## src/rtl/uart_tx.sv

```systemverilog
// rtl/uart_tx.sv - UART transmitter: valid/ready byte in, start/data/parity/stop frame out on tx_o
module uart_tx #(
  parameter int CLK_DIV    = 868,
  parameter int DATA_W     = 8,
  parameter int PARITY_EN  = 0,
  parameter int PARITY_ODD = 0,
  parameter int STOP_BITS  = 1
) (
  input  logic              clk_i,
  input  logic              rst_i,
  input  logic [DATA_W-1:0] data_i,
  input  logic              valid_i,
  output logic              ready_o,
  output logic              tx_o,
  output logic              busy_o,
  output logic              done_o
);

  localparam int CNT_W = $clog2(CLK_DIV);
  localparam int BIT_W = $clog2(DATA_W);
  localparam logic [CNT_W-1:0] BAUD_LAST = CNT_W'(CLK_DIV - 1);
  localparam logic [BIT_W-1:0] DATA_LAST = BIT_W'(DATA_W - 1);
  localparam logic [BIT_W-1:0] STOP_LAST = BIT_W'(STOP_BITS - 1);

  typedef enum logic [2:0] {
    S_IDLE,
    S_START,
    S_DATA,
    S_PARITY,
    S_STOP
  } state_e;

  state_e            state_q, state_d;
  logic [CNT_W-1:0]  baud_q, baud_d;
  logic [BIT_W-1:0]  bit_q, bit_d;
  logic [DATA_W-1:0] shift_q, shift_d;
  logic              parity_q, parity_d;
  logic              tx_q, tx_d;
  logic              baud_wrap;

  assign baud_wrap = (baud_q == BAUD_LAST);

  always_ff @(posedge clk_i) begin
    if (rst_i) begin
      state_q  <= S_IDLE;
      baud_q   <= '0;
      bit_q    <= '0;
      shift_q  <= '0;
      parity_q <= 1'b0;
      tx_q     <= 1'b1;
    end else begin
      state_q  <= state_d;
      baud_q   <= baud_d;
      bit_q    <= bit_d;
      shift_q  <= shift_d;
      parity_q <= parity_d;
      tx_q     <= tx_d;
    end
  end

  always_comb begin
    state_d  = state_q;
    baud_d   = baud_q;
    bit_d    = bit_q;
    shift_d  = shift_q;
    parity_d = parity_q;
    if (state_q != S_IDLE) begin
      baud_d = baud_wrap ? '0 : baud_q + 1'b1;
    end
    case (state_q)
      S_IDLE: begin
        if (valid_i) begin
          state_d  = S_START;
          shift_d  = data_i;
          parity_d = (^data_i) ^ PARITY_ODD[0];
          baud_d   = '0;
          bit_d    = '0;
        end
      end
      S_START: begin
        if (baud_wrap) state_d = S_DATA;
      end
      S_DATA: begin
        if (baud_wrap) begin
          if (bit_q == DATA_LAST) begin
            bit_d   = '0;
            state_d = (PARITY_EN != 0) ? S_PARITY : S_STOP;
          end else begin
            bit_d   = bit_q + 1'b1;
            shift_d = shift_q >> 1;
          end
        end
      end
      S_PARITY: begin
        if (baud_wrap) state_d = S_STOP;
      end
      S_STOP: begin
        if (baud_wrap) begin
          if (bit_q == STOP_LAST) begin
            bit_d   = '0;
            state_d = S_IDLE;
          end else begin
            bit_d = bit_q + 1'b1;
          end
        end
      end
      default: state_d = S_IDLE;
    endcase
    // The line level is chosen from the state being entered so tx_o lands one cycle after accept.
    case (state_d)
      S_START:  tx_d = 1'b0;
      S_DATA:   tx_d = shift_d[0];
      S_PARITY: tx_d = parity_d;
      default:  tx_d = 1'b1;
    endcase
  end

  always_comb begin
    ready_o = (state_q == S_IDLE);
    busy_o  = (state_q != S_IDLE);
    done_o  = (state_q == S_STOP) && baud_wrap && (bit_q == STOP_LAST);
    tx_o    = tx_q;
  end

endmodule

```

## config.mk

```make
export PLATFORM = sky130hd
export DESIGN_NAME = uart_tx
export DESIGN_NICKNAME = d
export VERILOG_FILES = /design/src/rtl/uart_tx.sv
export SDC_FILE = /design/constraint.sdc
export NUM_CORES = 1
export LEC_CHECK = 0
export CORE_MARGIN = 1
export CORE_UTILIZATION = 43
export DETAILED_ROUTE_END_ITERATION = 10
export SYNTH_ARGS = -nofsm -noshare
export SYNTH_HDL_FRONTEND = slang
export SYNTH_SLANG_ARGS = --single-unit
```

## constraint.sdc

```tcl
create_clock -name clk_i -period 5.4 [get_ports clk_i]
set_clock_uncertainty 0.1 [all_clocks]
set_input_delay 1.08 -clock clk_i [delete_from_list [all_inputs] [get_ports clk_i]]
set_output_delay 1.08 -clock clk_i [all_outputs]
set_load 0.005 [all_outputs]
```

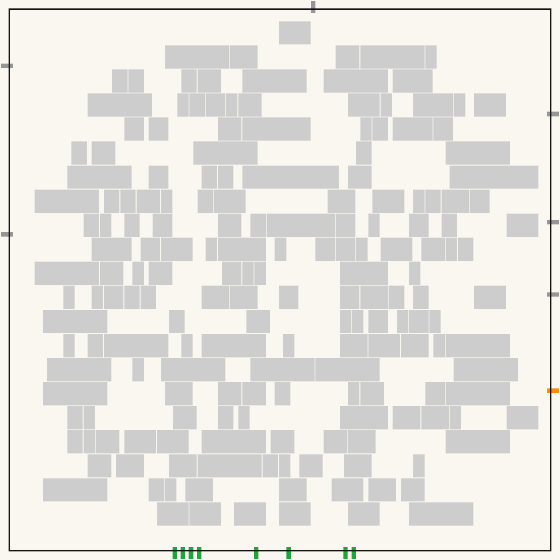
Figure 1: pin map.
Pins as bars across the die edge, other pins in grey.
legend:
  tx_o:
    colour: orange
    pins: 1
    direction: output
    edge: east
  data_i:
    colour: green
    pins: 8
    direction: input
    edge: south
all pins by edge: 8 south, 4 east, 2 west, 1 north
Die Height: 61.1 um
die extent in x: 61.1 um
# port buffers: 14

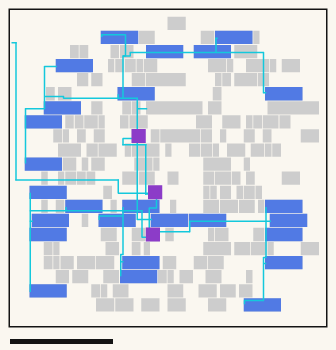
Figure 2: clock wires, drivers and flops.
Bar = 20 um.
legend:
  flip-flops:
    colour: blue
    count: 26
  clock wires:
    colour: cyan
    length: 329 um
  clock drivers:
    colour: purple
    count: 3
routed clock nets: 4
P_clk: 0.135 mW
clk ins delay skew pair: 0.32 ns
Clock Power Share: 33.8%

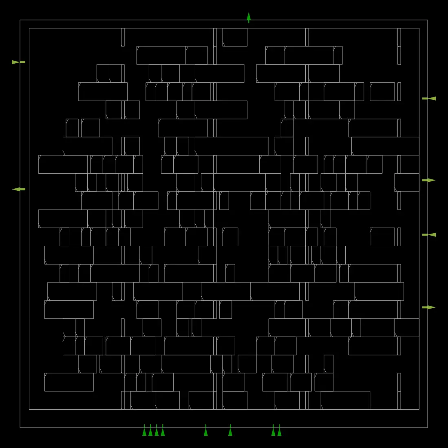
Figure 3: placed standard cells.
core area: 0.00334 mm2
fraction of area in registers: 30.7%
# rows: 21
sequential cell count: 26

==> reports/metrics.csv <==
stage,metric,value,unit
outcome,status,finished clean,
cts,cts_tree,built,
timing,timing.hold.ws,0.364,ns
cts,clk_pin_slew,0.14,ns
pwr,power.total,0.399,mW
yosys,yosysWarnings,0,
detailed_routing,first_pass_iters,4,
setup_path,critPathCaptureType,primary output,
yosys,yosysCellCount,174,
yosys,synth_flops,26,
yosys,top_cells_by_count,"26 x dfxtp_1, 20 x nor2_1, 15 x a21oi_1",
setup_path,path_cells,ha_1 > nand4b_2 > or3_1 > nor3_1 > clkdlybuf4s50_1,
yosys,top_area_share,34.7,%
detailed_routing,drc,0,
setup_path,rr_endpoint,tx_o$_SDFF_PP1_,
timing,final_max_slew_viol_count,0,
grt,grt_max_degree,28,
finish,final_nets,198,
grt,grt_pass1_vias,1197,
setup_path,r2r-start,state_q[1]$_SDFF_PP0_,
setup_path,r2r_setup_slack,2.99,ns
place,gp_congestion,0.763,
yosys,synthArstFlopShare,0,%
setup_path,required,4.22,ns
==> registers in the layout, indices dropped and copies added (netlist names) <==
signal and count:
parity_q 1, baud_q 10, state_q 3, bit_q 3, shift_q 8, tx_o 1
==> report_power, final <==
| part | switching [mW] | internal, mW |
|---|---|---|
| clock | 0.0599 | 0.0751 |
| combinational | 0.0310 | 0.0289 |
| sequential | 0.00493 | 0.199 |
| total | 0.0958 | 0.303 |
==> per-stage QoR <==
stage / worst slack, ns / std cells / utilization (%)
2_1_floorplan: 2.71 / 174 / -
5_1_grt: 1.52 / 228 / 50.8
3_3_place_gp: 2.13 / 224 / 49.2
6_report: 1.68 / 228 / 50.8
4_1_cts: 1.69 / 228 / 50.8
3_5_place_dp: 2.07 / 224 / 49.2
==> routing by layer <==
metal  global-route usage, %  up-vias  share of wire (%)
met1                    25.7      607                 47
met4                    7.47        0               0.71
li1                        -      654                  -
met2                    32.1       27                 49
met3                    3.15        4                3.4
met5                       0        -                  0
==> cells by family (layout without fill, tap and decap cells) <==
group           after synthesis  in the layout  synth area share (%)
flops                        26             26                  34.7
fa+ha+maj                     4              4                  3.34
simple gates                 71             71                  27.5
compound gates               49             49                  24.5
buf+inv                      16             24                  5.25
xor+xnor                      8              8                  4.67
==> area by class of cell <==
class | count | area, um2
Tap cell | 46 | 57.6
Fill cell | 333 | 1640
Inverter | 6 | 22.5
Multi-Input combinational cell | 132 | 901
Clock inverter | 1 | 30.0
Sequential cell | 26 | 520
Clock buffer | 3 | 22.5
Timing Repair Buffer | 14 | 140
==> critical path, delay by kind of cell (launching register included) <==
kind | cells | cell delay (ns)
flip-flops | 1 | 0.40
buffers and inverters | 1 | 0.53
adder cells (fa/ha/maj) | 1 | 0.24
AND/OR/NAND/NOR | 3 | 1.05
==> cell usage in the layout (no fill, tap or decap), types with 2 or more instances in the layout <==
| cell | synthesis | routed |
|---|---|---|
| nand2_1 | 11 | 11 |
| clkbuf_4 | 0 | 3 |
| nor2_1 | 20 | 20 |
| or3_1 | 5 | 5 |
| ha_1 | 4 | 4 |
| a21oi_1 | 15 | 15 |
| nor3_1 | 5 | 5 |
| nor3b_1 | 2 | 2 |
| o21ai_1 | 4 | 4 |
| dfxtp_1 | 26 | 26 |
| nand3b_1 | 5 | 5 |
| nand3_1 | 2 | 2 |
| nor2b_1 | 3 | 3 |
| nor4_1 | 3 | 3 |
| and3_1 | 3 | 3 |
| inv_1 | 5 | 5 |
| clkdlybuf4s50_1 | 0 | 14 |
| a22oi_1 | 7 | 7 |
| o21ai_0 | 4 | 4 |
| xnor2_1 | 8 | 8 |
| o31ai_1 | 2 | 2 |
==> worst max-delay path by stage <==
stage | startpoint | to | cells after the start
2_1_floorplan | baud_q[0]$_SDFF_PP0_ | done_o | 5
3_3_place_gp | baud_q[0]$_SDFF_PP0_ | done_o | 5
3_5_place_dp | baud_q[0]$_SDFF_PP0_ | done_o | 5
4_1_cts | baud_q[0]$_SDFF_PP0_ | done_o | 5
5_1_grt | baud_q[0]$_SDFF_PP0_ | done_o | 5
6_report | baud_q[0]$_SDFF_PP0_ | done_o | 5
No activity file was given, so power comes from the tool's default toggle rates.
